`src/rtl/sc_backg_shiftcounter.sv`:
```
// Background pattern shift register and modulo timing counter driven by the background control FSM.
// Optional macro SC_BACKGSHIFTCOUNTER_ROTATE_EN turns the zero-fill shifts into rotates.
module sc_backg_shiftcounter #(
    parameter int unsigned               DATA_WIDTH     = 8,
    parameter int unsigned               COUNT_WIDTH    = 8,
    parameter int unsigned               TERMINAL_COUNT = 200,
    parameter logic [DATA_WIDTH-1:0]     INIT_PATTERN   = DATA_WIDTH'(1)
) (
    input  logic                   SC_BACKGSHIFTCOUNTER_CLOCK_50,
    input  logic                   SC_BACKGSHIFTCOUNTER_RESET_InLow,
    input  logic                   SC_BACKGSHIFTCOUNTER_clear_InLow,
    input  logic                   SC_BACKGSHIFTCOUNTER_load_InLow,
    input  logic [1:0]             SC_BACKGSHIFTCOUNTER_shiftselection_In,
    input  logic                   SC_BACKGSHIFTCOUNTER_upcount_InLow,
    input  logic [DATA_WIDTH-1:0]  SC_BACKGSHIFTCOUNTER_data_InBUS,
    output logic [DATA_WIDTH-1:0]  SC_BACKGSHIFTCOUNTER_data_OutBUS,
    output logic [COUNT_WIDTH-1:0] SC_BACKGSHIFTCOUNTER_count_OutBUS,
    output logic                   SC_BACKGSHIFTCOUNTER_T0_OutLow
);

    localparam logic [COUNT_WIDTH-1:0] LAST_COUNT = COUNT_WIDTH'(TERMINAL_COUNT - 1);

    // Encoding chosen so the state bit itself is the active-low T0 output.
    typedef enum logic {
        StTerm = 1'b0,
        StIdle = 1'b1
    } t0_state_e;

    logic [DATA_WIDTH-1:0]  data_reg;
    logic [DATA_WIDTH-1:0]  shl_val;
    logic [DATA_WIDTH-1:0]  shr_val;
    logic [COUNT_WIDTH-1:0] count_reg;
    t0_state_e              t0_state;

    always_comb begin
`ifdef SC_BACKGSHIFTCOUNTER_ROTATE_EN
        shl_val = {data_reg[DATA_WIDTH-2:0], data_reg[DATA_WIDTH-1]};
        shr_val = {data_reg[0], data_reg[DATA_WIDTH-1:1]};
`else
        shl_val = {data_reg[DATA_WIDTH-2:0], 1'b0};
        shr_val = {1'b0, data_reg[DATA_WIDTH-1:1]};
`endif
    end

    always_ff @(posedge SC_BACKGSHIFTCOUNTER_CLOCK_50) begin
        if (!SC_BACKGSHIFTCOUNTER_RESET_InLow) begin
            data_reg <= INIT_PATTERN;
        end else if (!SC_BACKGSHIFTCOUNTER_clear_InLow) begin
            data_reg <= INIT_PATTERN;
        end else if (!SC_BACKGSHIFTCOUNTER_load_InLow) begin
            data_reg <= SC_BACKGSHIFTCOUNTER_data_InBUS;
        end else begin
            case (SC_BACKGSHIFTCOUNTER_shiftselection_In)
                2'b10:   data_reg <= shl_val;
                2'b01:   data_reg <= shr_val;
                default: data_reg <= data_reg;
            endcase
        end
    end

    // Counter and T0 flag machine; T0 stays low until the next increment or clear.
    always_ff @(posedge SC_BACKGSHIFTCOUNTER_CLOCK_50) begin
        if (!SC_BACKGSHIFTCOUNTER_RESET_InLow) begin
            count_reg <= '0;
            t0_state  <= StIdle;
        end else if (!SC_BACKGSHIFTCOUNTER_clear_InLow) begin
            count_reg <= '0;
            t0_state  <= StIdle;
        end else if (!SC_BACKGSHIFTCOUNTER_upcount_InLow) begin
            if (count_reg == LAST_COUNT) begin
                count_reg <= '0;
                t0_state  <= StTerm;
            end else begin
                count_reg <= count_reg + COUNT_WIDTH'(1);
                t0_state  <= StIdle;
            end
        end
    end

    assign SC_BACKGSHIFTCOUNTER_data_OutBUS  = data_reg;
    assign SC_BACKGSHIFTCOUNTER_count_OutBUS = count_reg;
    assign SC_BACKGSHIFTCOUNTER_T0_OutLow    = t0_state;

endmodule
```
`config.mk`:
```
export PLATFORM = sky130hd
export DESIGN_NAME = sc_backg_shiftcounter
export DESIGN_NICKNAME = d
export VERILOG_FILES = /design/src/rtl/sc_backg_shiftcounter.sv
export SDC_FILE = /design/constraint.sdc
export NUM_CORES = 1
export LEC_CHECK = 0
export ABC_AREA = 1
export CORE_MARGIN = 10
export CORE_UTILIZATION = 45
export CTS_CLUSTER_DIAMETER = 60
export DETAILED_ROUTE_END_ITERATION = 6
export GPL_ROUTABILITY_DRIVEN = 0
export PLACE_DENSITY = 0.9
export SLEW_MARGIN = 10
export SYNTH_ARGS = -nofsm -noshare
export SYNTH_HDL_FRONTEND = slang
export SYNTH_SLANG_ARGS = --single-unit
export TNS_END_PERCENT = 1
```
`constraint.sdc`:
```
create_clock -name SC_BACKGSHIFTCOUNTER_CLOCK_50 -period 3.1 [get_ports SC_BACKGSHIFTCOUNTER_CLOCK_50]
set_input_delay 0.62 -clock SC_BACKGSHIFTCOUNTER_CLOCK_50 [delete_from_list [all_inputs] [get_ports SC_BACKGSHIFTCOUNTER_CLOCK_50]]
set_output_delay 0.62 -clock SC_BACKGSHIFTCOUNTER_CLOCK_50 [all_outputs]
set_load 0.05 [all_outputs]
```
### Pin placement

Pins as bars across the die edge, other pins in gray.
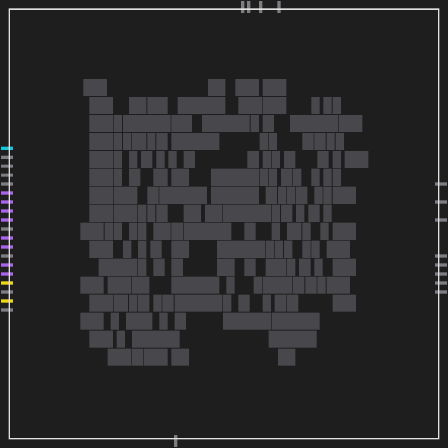
`SC_BACKGSHIFTCOUNTER_shiftselection_In` -> yellow  # pins 2, direction input, edge left
`SC_BACKGSHIFTCOUNTER_data_InBUS` -> purple  # pins 8, direction input, edge left
`SC_BACKGSHIFTCOUNTER_CLOCK_50` -> cyan  # pins 1, direction input, edge left

### Clock wiring as the flow saved it

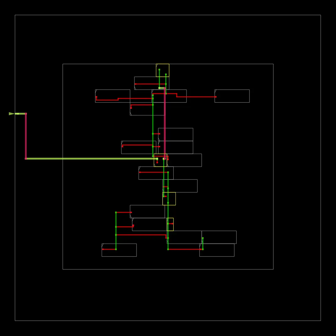
reported clock group power: 113 uW
Num Clock Sinks: 17

### Clock distribution

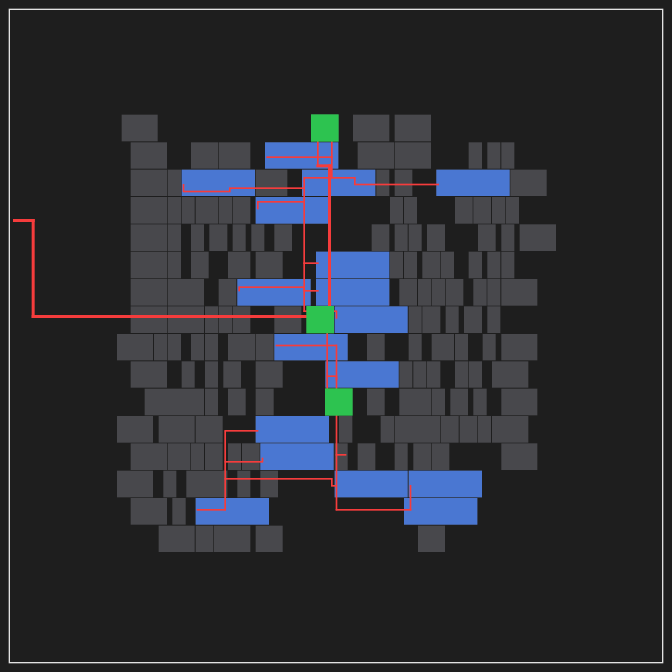
clock-net drivers -> green  # count 3
clock wires -> red  # length 202 um
flip-flops -> blue  # count 17
routed clock nets = 4

==> flow_summary_export.csv <==
group,metric,value,unit
pwr,net-switching-power,127.0,uW
worst_setup_path,critical-path-slowest-cell,"clkdlybuf4s50_1",
cells_and_area,final.signal_inverter_count,18,
cells_and_area,fillers,188,
cells_and_area,nMultiInputCombCells,94,
global_routing,initial_antenna_violation_count,0,
pwr,total_power,440.4,uW
worst_setup_path,cp-startpoint,"SC_BACKGSHIFTCOUNTER_count_OutBUS[4]$_SDFFE_PN0N_",
cells_and_area,layout.core_utilization,64.69,%
global_routing,grt.total_usage,11.64,%
cells_and_area,final_design_area_no_fill,1256,um^2
placed_design,detailed_place.area,1230,um^2
worst_setup_path,timing.critical_path.depth,1,
pwr,cellLeakagePower,0.0005179,uW
cells_and_area,layout.cells.most_common,"nand2_1",
final_timing,max_freq,0.4621,GHz
cells_and_area,layout-drive-gt1-share,7.317,%
placed_design,placed_cells_incl_taps,187,
job,warnings,26,
final_timing,report.final.hold_viol_count,0,
cells_and_area,finish.cell_count_without_fillers,191,
final_timing,worst_pin_slew,0.5153,ns
pwr,seq_cell_power,231,uW
global_routing,grt_start_max_net_pins,15,
cells_and_area,buffers_excl_clock,31,
cells_and_area,area_growth,39.25,%
clock_tree,cts.root.buffer_cell,"clkbuf_4",
worst_setup_path,path_class,"flop to primary output",
floorplanning,design.core.area,1942,um^2
worst_setup_path,worst_setup_path_end_kind,"primary output",
clock_tree,cts.clk_slew.worst_paths,0.09,ns
clock_tree,clk_latency,0.28,ns
clock_tree,cts_setup_buffers,0,
routing,detail_route.wl_per_cell,12.06,um
worst_hold_path,hold_path_end,"SC_BACKGSHIFTCOUNTER_T0_OutLow$_SDFFE_PN1N_",
logic_synthesis,yosysTopAreaCell,"dfxtp_1",
placed_design,port_buffers,31,
logic_synthesis,ys_top_cells_by_count,"nand2_1 (35), dfxtp_1 (17), inv_1 (15), a21oi_1 (14), nand3_1 (10)",
floorplanning,die_x,64.78,um
worst_hold_path,timing.hold.worst.start,"SC_BACKGSHIFTCOUNTER_T0_OutLow$_SDFFE_PN1N_",
logic_synthesis,syn_area_per_cell,6.886,um^2
worst_hold_path,min_path_cells,2,
worst_setup_path,critical_path_required,2.48,ns
global_routing,vias_in_the_first_global_route,1004,
logic_synthesis,yosys.cell_count.top_type,"nand2_1",
pwr,combPwrFrac,21.7,%
pwr,netSwitchingFraction,28.84,%
logic_synthesis,yosysWarningCount,0,
routing,drt-initial-drc-count,31,
routing,route.vias.total,946,
logic_synthesis,synth_area,902.1,um^2
clock_tree,cts_max_path_buffers,2,
worst_setup_path,path_cells,"clkdlybuf4s50_1",
final_timing,timing.clock.skew,0.003905,ns
routing,route.final.wire_length,2304,um
worst_setup_path,crit_end,"SC_BACKGSHIFTCOUNTER_count_OutBUS[4]",
worst_setup_path,reg2reg_to,"SC_BACKGSHIFTCOUNTER_count_OutBUS[3]$_SDFFE_PN0N_",
cells_and_area,lay_top_cells,"nand2_1 (35), clkdlybuf4s50_1 (31), dfxtp_1 (17), inv_1 (15), a21oi_1 (14)",
logic_synthesis,postSynthRegisterBits,17,
logic_synthesis,synth-cells-yosys,131,
logic_synthesis,netlist_top_cells_area,"dfxtp_1 (38%), nand2_1 (15%), a21oi_1 (7.8%), inv_1 (6.2%), a22oi_1 (5.8%)",
clock_tree,post_cts_hold_buffer_count,0,
routing,postRouteAntennaNets,0,
pwr,ir_drop,187.3,uV
final_timing,final_max_slew_viol_count,0,
floorplanning,core_util_floorplan,46.46,%
logic_synthesis,netlist-cell-type-count,22,
logic_synthesis,synth_seq_share,37.73,%
floorplanning,pin_count,32,
run_status,outcome,"completed",
worst_setup_path,critPathMaxStageDelay,0.84,ns
logic_synthesis,edf_count,0,
logic_synthesis,number_of_nets_at_floorplan,147,
pwr,clkPwrFrac,25.7,%
final_timing,maxSlewHeadroom,65.54,%
final_timing,setup_tns,0,ns
final_timing,worst_hold_slack,0.4926,ns
cells_and_area,largest_class,"combinational gates",
global_routing,global_route_wire_length_before_repair,4133,um
job,reported_max_cap_violation_count,0,
clock_tree,cts_tree,"built",
final_timing,setup_repair_after_global_routing_missed_its_margin,"no",
global_routing,global_route.overflow_total,0,
worst_setup_path,startpoint_type,"flop",
cells_and_area,n_sequential_cell,17,
final_timing,report.final.setup_viol,0,
logic_synthesis,synthDominantCellAreaShare,37.73,%
final_timing,final.setup.worst_slack,0.9358,ns
logic_synthesis,syn_inst,131,
routing,routed_via_density,4.953,
floorplanning,floorplan.die.height,64.78,um
worst_setup_path,reg2regPathDepth,6,
placed_design,hpwl,1906,um
worst_setup_path,crit_arrival,1.54,ns
clock_tree,cts_made_buffers,3,
final_timing,timing.final.crit_period,2.164,ns
cells_and_area,area.share.combinational,38.05,%
cells_and_area,seq_area_share,27.09,%
worst_setup_path,reg2reg_setup_slack,1.67,ns
cells_and_area,seqCellArea,340.3,um^2
pwr,sequential_group_share_of_total_power,52.5,%
logic_synthesis,yosysChipArea,902.1,um^2
pwr,comb-power,95.8,uW
floorplanning,tap-cell-count,27,
floorplanning,die_area,4196,um^2
worst_setup_path,critical_path.n_buffers_inverters,1,
cells_and_area,logic_area,478.0,um^2
cells_and_area,finalNetCount,181,
cells_and_area,antennaDiodeCount,0,
worst_setup_path,worst_path_dominant_cell_family,"buffers and inverters",
logic_synthesis,postSynth.asyncResetShare,0,%
cells_and_area,clock_buffer_count,4,
clock_tree,cts_resized,0,
clock_tree,htree_num_levels,1,
worst_setup_path,timing.rr.start,"SC_BACKGSHIFTCOUNTER_count_OutBUS[0]$_SDFFE_PN0N_",
cells_and_area,non_clock_buffer_area_share,24.70,%
final_timing,min_period_over_period,69.81,%
routing,firstDrtPassIters,5,
pwr,powerDensity,350.6,nW/um^2
==> cells by family after synthesis <==
| kind of cell | synth area share (%) |
|---|---|
| adder cells (fa/ha/maj) | 1.387 |
| XOR/XNOR | 0.9711 |
| buffers and inverters | 9.291 |
| AND/OR/NAND/NOR | 28.02 |
| flip-flops | 37.73 |
| AND-OR/OR-AND | 22.61 |
==> state kept, by name, indices dropped and copies added, names as in the netlist <==
register,count
SC_BACKGSHIFTCOUNTER_count_OutBUS,8
SC_BACKGSHIFTCOUNTER_data_OutBUS,8
SC_BACKGSHIFTCOUNTER_T0_OutLow,1
==> per-layer routing <==
metal,track usage [%],up-vias,routed length [um]
li1,-,492,-
met1,11.46,415,949
met2,19.70,33,1072
met3,6.014,6,247
met4,5.882,0,34
met5,0,-,0
No activity file was given, so power comes from the tool's default toggle rates.
